`src/rtl/gfx_pkg.sv`:
```
// gfx_pkg: shared constants and types for the 1bpp 320x200 frame-buffer path.
//   FRAME_WIDTH / FRAME_HEIGHT : source raster size in pixels / rows
//   COLOR_CELLS_X              : bytes per source row (8 pixels per byte)
//   FB_ADDR_W                  : frame buffer byte address width
//   fetch_state_t              : scanout fetch FSM states
//   fb_byte_addr()             : row*40+col without a multiplier
package gfx_pkg;

    localparam int FRAME_WIDTH   = 320;
    localparam int FRAME_HEIGHT  = 200;
    localparam int COLOR_CELLS_X = 40;
    localparam int FB_ADDR_W     = 14;

    typedef enum logic [2:0] {
        IDLE,
        ISSUE,
        CAPTURE,
        WAIT,
        DONE
    } fetch_state_t;

    // row*40 = (row<<5) + (row<<3); max 199*40+39 = 7999 fits in 14 bits.
    function automatic logic [FB_ADDR_W-1:0] fb_byte_addr(input logic [7:0] row,
                                                          input logic [5:0] col);
        logic [FB_ADDR_W-1:0] r;
        r = {6'd0, row};
        return (r << 5) + (r << 3) + {8'd0, col};
    endfunction

endpackage

```
`src/rtl/fb_byte_fifo.sv`:
```
// fb_byte_fifo: 2-entry, 8-bit prefetch FIFO between the frame buffer fetch and
// the pixel serialiser. pop_data shows the head entry combinationally so the
// serialiser can use a byte in the same cycle it pops it.
//   clk, reset_n : clock, asynchronous active-low reset
//   flush        : synchronous clear (wins over push/pop)
//   push/push_data : write one byte; accepted when not full or popping
//   pop/pop_data : remove head byte; ignored when empty
//   full/empty   : occupancy flags
module fb_byte_fifo (
    input  logic       clk,
    input  logic       reset_n,
    input  logic       flush,
    input  logic       push,
    input  logic [7:0] push_data,
    input  logic       pop,
    output logic [7:0] pop_data,
    output logic       full,
    output logic       empty
);

    logic [7:0] mem [2];
    logic       wr_ptr;
    logic       rd_ptr;
    logic [1:0] count;
    logic       do_push;
    logic       do_pop;

    assign full     = (count == 2'd2);
    assign empty    = (count == 2'd0);
    assign pop_data = mem[rd_ptr];
    assign do_pop   = pop && !empty;
    // A push on a full FIFO is legal only alongside a pop (occupancy unchanged).
    assign do_push  = push && (!full || do_pop);

    always_ff @(posedge clk or negedge reset_n) begin
        if (!reset_n) begin
            mem[0] <= '0;
            mem[1] <= '0;
            wr_ptr <= 1'b0;
            rd_ptr <= 1'b0;
            count  <= 2'd0;
        end else if (flush) begin
            wr_ptr <= 1'b0;
            rd_ptr <= 1'b0;
            count  <= 2'd0;
        end else begin
            if (do_push) begin
                mem[wr_ptr] <= push_data;
                wr_ptr      <= ~wr_ptr;
            end
            if (do_pop) begin
                rd_ptr <= ~rd_ptr;
            end
            if (do_push && !do_pop) begin
                count <= count + 2'd1;
            end else if (do_pop && !do_push) begin
                count <= count - 2'd1;
            end
        end
    end

endmodule

```
`src/rtl/fb_scanout_reader.sv`:
```
// fb_scanout_reader: read side of the 1bpp frame buffer. Fetches 40-byte source
// rows and serialises them (bit 0 = leftmost pixel) into the VGA pixel stream
// with H_REPEAT horizontal and V_REPEAT vertical pixel repeat.
//   clk, reset_n   : clock, asynchronous active-low reset
//   frame_start    : next line_start is source row 0
//   line_start     : start prefetch for the next display line (aborts any line in flight)
//   pixel_req      : VGA consumes one pixel; pixel_out/pixel_valid update 1 clk later
//   fb_addr, fb_read_en, fb_read_data : frame buffer read port (data 1 clk after strobe)
//   pixel_out, pixel_valid : pixel value and whether it came from fetched data
//   underrun       : sticky, pixel requested with nothing fetched; cleared by frame_start
//   line_active    : a source row is being fetched/serialised
//
// state   | meaning
// IDLE    | no row in progress (blank line, or row fully drained)
// ISSUE   | fb_read_en high for one clk, fb_addr = row*40+col
// CAPTURE | read data valid, pushed into the FIFO
// WAIT    | FIFO full, waiting for the serialiser to free a slot
// DONE    | all 40 bytes fetched, waiting for the serialiser to drain the line
module fb_scanout_reader
    import gfx_pkg::*;
#(
    parameter int H_REPEAT = 2,
    parameter int V_REPEAT = 2
) (
    input  logic                 clk,
    input  logic                 reset_n,
    input  logic                 frame_start,
    input  logic                 line_start,
    input  logic                 pixel_req,
    output logic [FB_ADDR_W-1:0] fb_addr,
    output logic                 fb_read_en,
    input  logic [7:0]           fb_read_data,
    output logic                 pixel_out,
    output logic                 pixel_valid,
    output logic                 underrun,
    output logic                 line_active
);

    localparam int HREP_W = (H_REPEAT > 1) ? $clog2(H_REPEAT) : 1;
    localparam int VREP_W = (V_REPEAT > 1) ? $clog2(V_REPEAT) : 1;
    localparam logic [15:0] PIX_PER_LINE = 16'(FRAME_WIDTH * H_REPEAT);

    fetch_state_t      state;
    logic [7:0]        row, row_n, base_row;
    logic [VREP_W-1:0] vrep, vrep_n, base_vrep;
    logic              first_line, first_n, base_first;
    logic              line_ok;
    logic [5:0]        col;
    logic [15:0]       pix_left;

    logic [7:0]        sr;
    logic              sr_valid;
    logic [2:0]        bit_idx;
    logic [HREP_W-1:0] hrep;

    logic              fifo_push, fifo_pop, fifo_full, fifo_empty;
    logic [7:0]        fifo_data;
    logic              in_line, byte_avail, hrep_wrap, byte_end;
    logic [7:0]        cur_byte;

    // frame_start is folded in before line_start so both in one cycle start row 0.
    always_comb begin
        base_row   = frame_start ? 8'd0 : row;
        base_vrep  = frame_start ? '0 : vrep;
        base_first = frame_start | first_line;
        row_n      = base_row;
        vrep_n     = base_vrep;
        first_n    = base_first;
        if (line_start) begin
            if (base_first) begin
                first_n = 1'b0;
            end else if (base_vrep == VREP_W'(V_REPEAT - 1)) begin
                vrep_n = '0;
                // Saturate past the last row so a long frame cannot wrap back to row 0.
                if (base_row < 8'(FRAME_HEIGHT)) begin
                    row_n = base_row + 8'd1;
                end
            end else begin
                vrep_n = base_vrep + VREP_W'(1);
            end
        end
    end

    assign line_ok    = (row_n < 8'(FRAME_HEIGHT));
    assign in_line    = (pix_left != 16'd0);
    assign byte_avail = sr_valid || !fifo_empty;
    // When the shift register is empty the FIFO head feeds the output directly (no bubble).
    assign cur_byte   = sr_valid ? sr : fifo_data;
    assign hrep_wrap  = (hrep == HREP_W'(H_REPEAT - 1));
    assign byte_end   = hrep_wrap && (bit_idx == 3'd7);
    assign fifo_pop   = pixel_req && !line_start && in_line && !sr_valid && !fifo_empty;
    assign fifo_push  = (state == CAPTURE) && !line_start && in_line;

    fb_byte_fifo u_fifo (
        .clk       (clk),
        .reset_n   (reset_n),
        .flush     (line_start),
        .push      (fifo_push),
        .push_data (fb_read_data),
        .pop       (fifo_pop),
        .pop_data  (fifo_data),
        .full      (fifo_full),
        .empty     (fifo_empty)
    );

    always_ff @(posedge clk or negedge reset_n) begin
        if (!reset_n) begin
            state       <= IDLE;
            row         <= 8'd0;
            vrep        <= '0;
            first_line  <= 1'b1;
            col         <= 6'd0;
            pix_left    <= 16'd0;
            sr          <= 8'd0;
            sr_valid    <= 1'b0;
            bit_idx     <= 3'd0;
            hrep        <= '0;
            fb_addr     <= '0;
            fb_read_en  <= 1'b0;
            pixel_out   <= 1'b0;
            pixel_valid <= 1'b0;
            underrun    <= 1'b0;
            line_active <= 1'b0;
        end else begin
            row        <= row_n;
            vrep       <= vrep_n;
            first_line <= first_n;

            if (line_start) begin
                // Abort whatever was in flight; the FIFO flushes on the same edge.
                col         <= 6'd0;
                sr_valid    <= 1'b0;
                bit_idx     <= 3'd0;
                hrep        <= '0;
                pixel_out   <= 1'b0;
                pixel_valid <= 1'b0;
                if (line_ok) begin
                    state       <= ISSUE;
                    fb_read_en  <= 1'b1;
                    fb_addr     <= fb_byte_addr(row_n, 6'd0);
                    pix_left    <= PIX_PER_LINE;
                    line_active <= 1'b1;
                end else begin
                    state       <= IDLE;
                    fb_read_en  <= 1'b0;
                    pix_left    <= 16'd0;
                    line_active <= 1'b0;
                end
            end else begin
                if (pixel_req) begin
                    if (!in_line) begin
                        pixel_out   <= 1'b0;
                        pixel_valid <= 1'b0;
                    end else begin
                        pix_left <= pix_left - 16'd1;
                        if (byte_avail) begin
                            pixel_out   <= cur_byte[bit_idx];
                            pixel_valid <= 1'b1;
                        end else begin
                            pixel_out   <= 1'b0;
                            pixel_valid <= 1'b0;
                            underrun    <= 1'b1;
                        end
                        if (fifo_pop) begin
                            sr <= fifo_data;
                        end
                        sr_valid <= (sr_valid | fifo_pop) & ~byte_end;
                        // Position advances even on underrun to stay in step with VGA timing.
                        if (hrep_wrap) begin
                            hrep    <= '0;
                            bit_idx <= bit_idx + 3'd1;
                        end else begin
                            hrep <= hrep + HREP_W'(1);
                        end
                    end
                end

                // Once every pixel of the line has been consumed nothing further is useful.
                if (state != IDLE && !in_line) begin
                    state       <= IDLE;
                    fb_read_en  <= 1'b0;
                    line_active <= 1'b0;
                end else begin
                    case (state)
                        ISSUE: begin
                            fb_read_en <= 1'b0;
                            state      <= CAPTURE;
                        end
                        CAPTURE: begin
                            col <= col + 6'd1;
                            if (col == 6'(COLOR_CELLS_X - 1)) begin
                                state <= DONE;
                            end else if (fifo_empty || fifo_pop) begin
                                state      <= ISSUE;
                                fb_read_en <= 1'b1;
                                fb_addr    <= fb_byte_addr(row, col + 6'd1);
                            end else begin
                                state <= WAIT;
                            end
                        end
                        WAIT: begin
                            if (!fifo_full || fifo_pop) begin
                                state      <= ISSUE;
                                fb_read_en <= 1'b1;
                                fb_addr    <= fb_byte_addr(row, col);
                            end
                        end
                        default: begin
                        end
                    endcase
                end
            end

            if (frame_start) begin
                underrun <= 1'b0;
            end
        end
    end

endmodule
```
`config.mk`:
```
export PLATFORM = sky130hd
export DESIGN_NAME = fb_scanout_reader
export DESIGN_NICKNAME = d
export VERILOG_FILES = /design/src/rtl/gfx_pkg.sv /design/src/rtl/fb_byte_fifo.sv /design/src/rtl/fb_scanout_reader.sv
export SDC_FILE = /design/constraint.sdc
export NUM_CORES = 1
export LEC_CHECK = 0
export CAP_MARGIN = 0
export CORE_MARGIN = 5
export CORE_UTILIZATION = 52
export DETAILED_ROUTE_END_ITERATION = 10
export HOLD_SLACK_MARGIN = 0.15
export PLACE_DENSITY_LB_ADDON = 0.25
export SLEW_MARGIN = 20
export SYNTH_ARGS = -nofsm -noshare
export SYNTH_HDL_FRONTEND = slang
export SYNTH_SLANG_ARGS = --single-unit
export TNS_END_PERCENT = 30
```
`constraint.sdc`:
```
create_clock -name clk -period 3.8 [get_ports clk]
set_clock_uncertainty 0.1 [all_clocks]
set_input_delay 0.76 -clock clk [delete_from_list [all_inputs] [get_ports clk]]
set_output_delay 0.76 -clock clk [all_outputs]
set_load 0.02 [all_outputs]
```
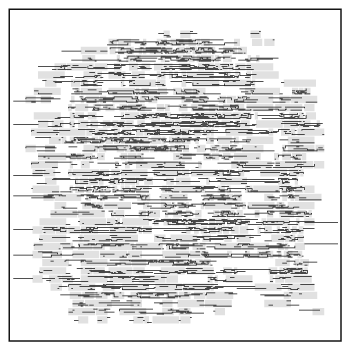
*Met1 routing*
Scale: 3 px per µm. Cells faint in the background.
The layer carries 5460 µm of wire. The longest straight run is 37.3 µm. The layer holds 48% of the routed length. 563 nets have wire on it. The wires run mostly horizontal.
Vias: 4022
met1 Track Usage GR: 29.4%
Total Wirelength: 11500 µm

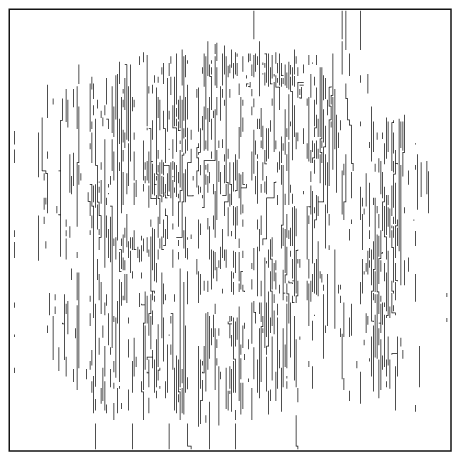
*M2 wires*
Scale: 4 px per µm.
The wires run mostly vertical. 525 nets have wire on it. The longest straight run is 41.5 µm. The layer carries 5390 µm of wire.
M2 GR Usage: 33.3%

==> impl_metrics.ini <==
; generated from flow reports
[layout]
finalNonFillerCells = 699
buffer_area_share_pct = 8.55
layout.area.comb_um2 = 2900
area_growth_syn_to_layout_pct = 15.4

[synth]
synth-edff-count = 0
yosys_warnings = 0
yosys.area.top_type = dfrtp_1
async_flop_share_pct = 100
ys_cells = 512
floorplan.nets = 546

[clock_network]
cts_buffers = 9
clk_path_buf_depth = 2

[sta]
timing.final.ws_setup_ns = 0.318
worstMarginPinSlew_ns = 0.867
final.setup.tns_ns = 0
holdWs_ns = 0.319
relSlewSlack_pct = 42.1
rsz0062_at_grt = no

[worst_setup_path]
required_ns = 3.96
critPathMaxStageDelay_ns = 0.54
r2r_start = pix_left[5]$_DFFE_PN0P_

[run_status]
status = finished clean

[global_route]
grt_max_degree = 88
grtUsageTotal_pct = 20.9

[placement]
dpl_cell_area_um2 = 5800

[die]
tap_cells = 133

[route]
drt-initial-drc-count = 258
wl_met2_um = 5390
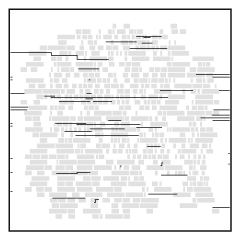
*Metal 3*
Scale: 2 px per µm. Cells faint in the background.
The wires run mostly horizontal. The longest straight run is 58.4 µm. The layer carries 534 µm of wire. The layer holds 4.7% of the routed length. 40 nets have wire on it.
met3 Usage GRT: 4.14%

## worst min path at each step
stage	from	to	slack, ns
after floorplan	reset_n	bit_idx[0]$_DFFE_PN0P_	0.36
after global placement	line_active$_DFFE_PN0P_	line_active$_DFFE_PN0P_	0.38
after detailed placement	line_active$_DFFE_PN0P_	line_active$_DFFE_PN0P_	0.38
after CTS	line_active$_DFFE_PN0P_	line_active$_DFFE_PN0P_	0.40
after global routing	reset_n	pix_left[0]$_DFFE_PN0P_	0.43
final	reset_n	pix_left[0]$_DFFE_PN0P_	0.32
## registers in the layout, summed over array words and instances (netlist names), 2 cells and up
name / count
pix_left: 16
state: 3
row: 8
col: 6
bit_idx: 3
u_fifo.count: 2
u_fifo.mem: 16
sr: 8
fb_addr: 14
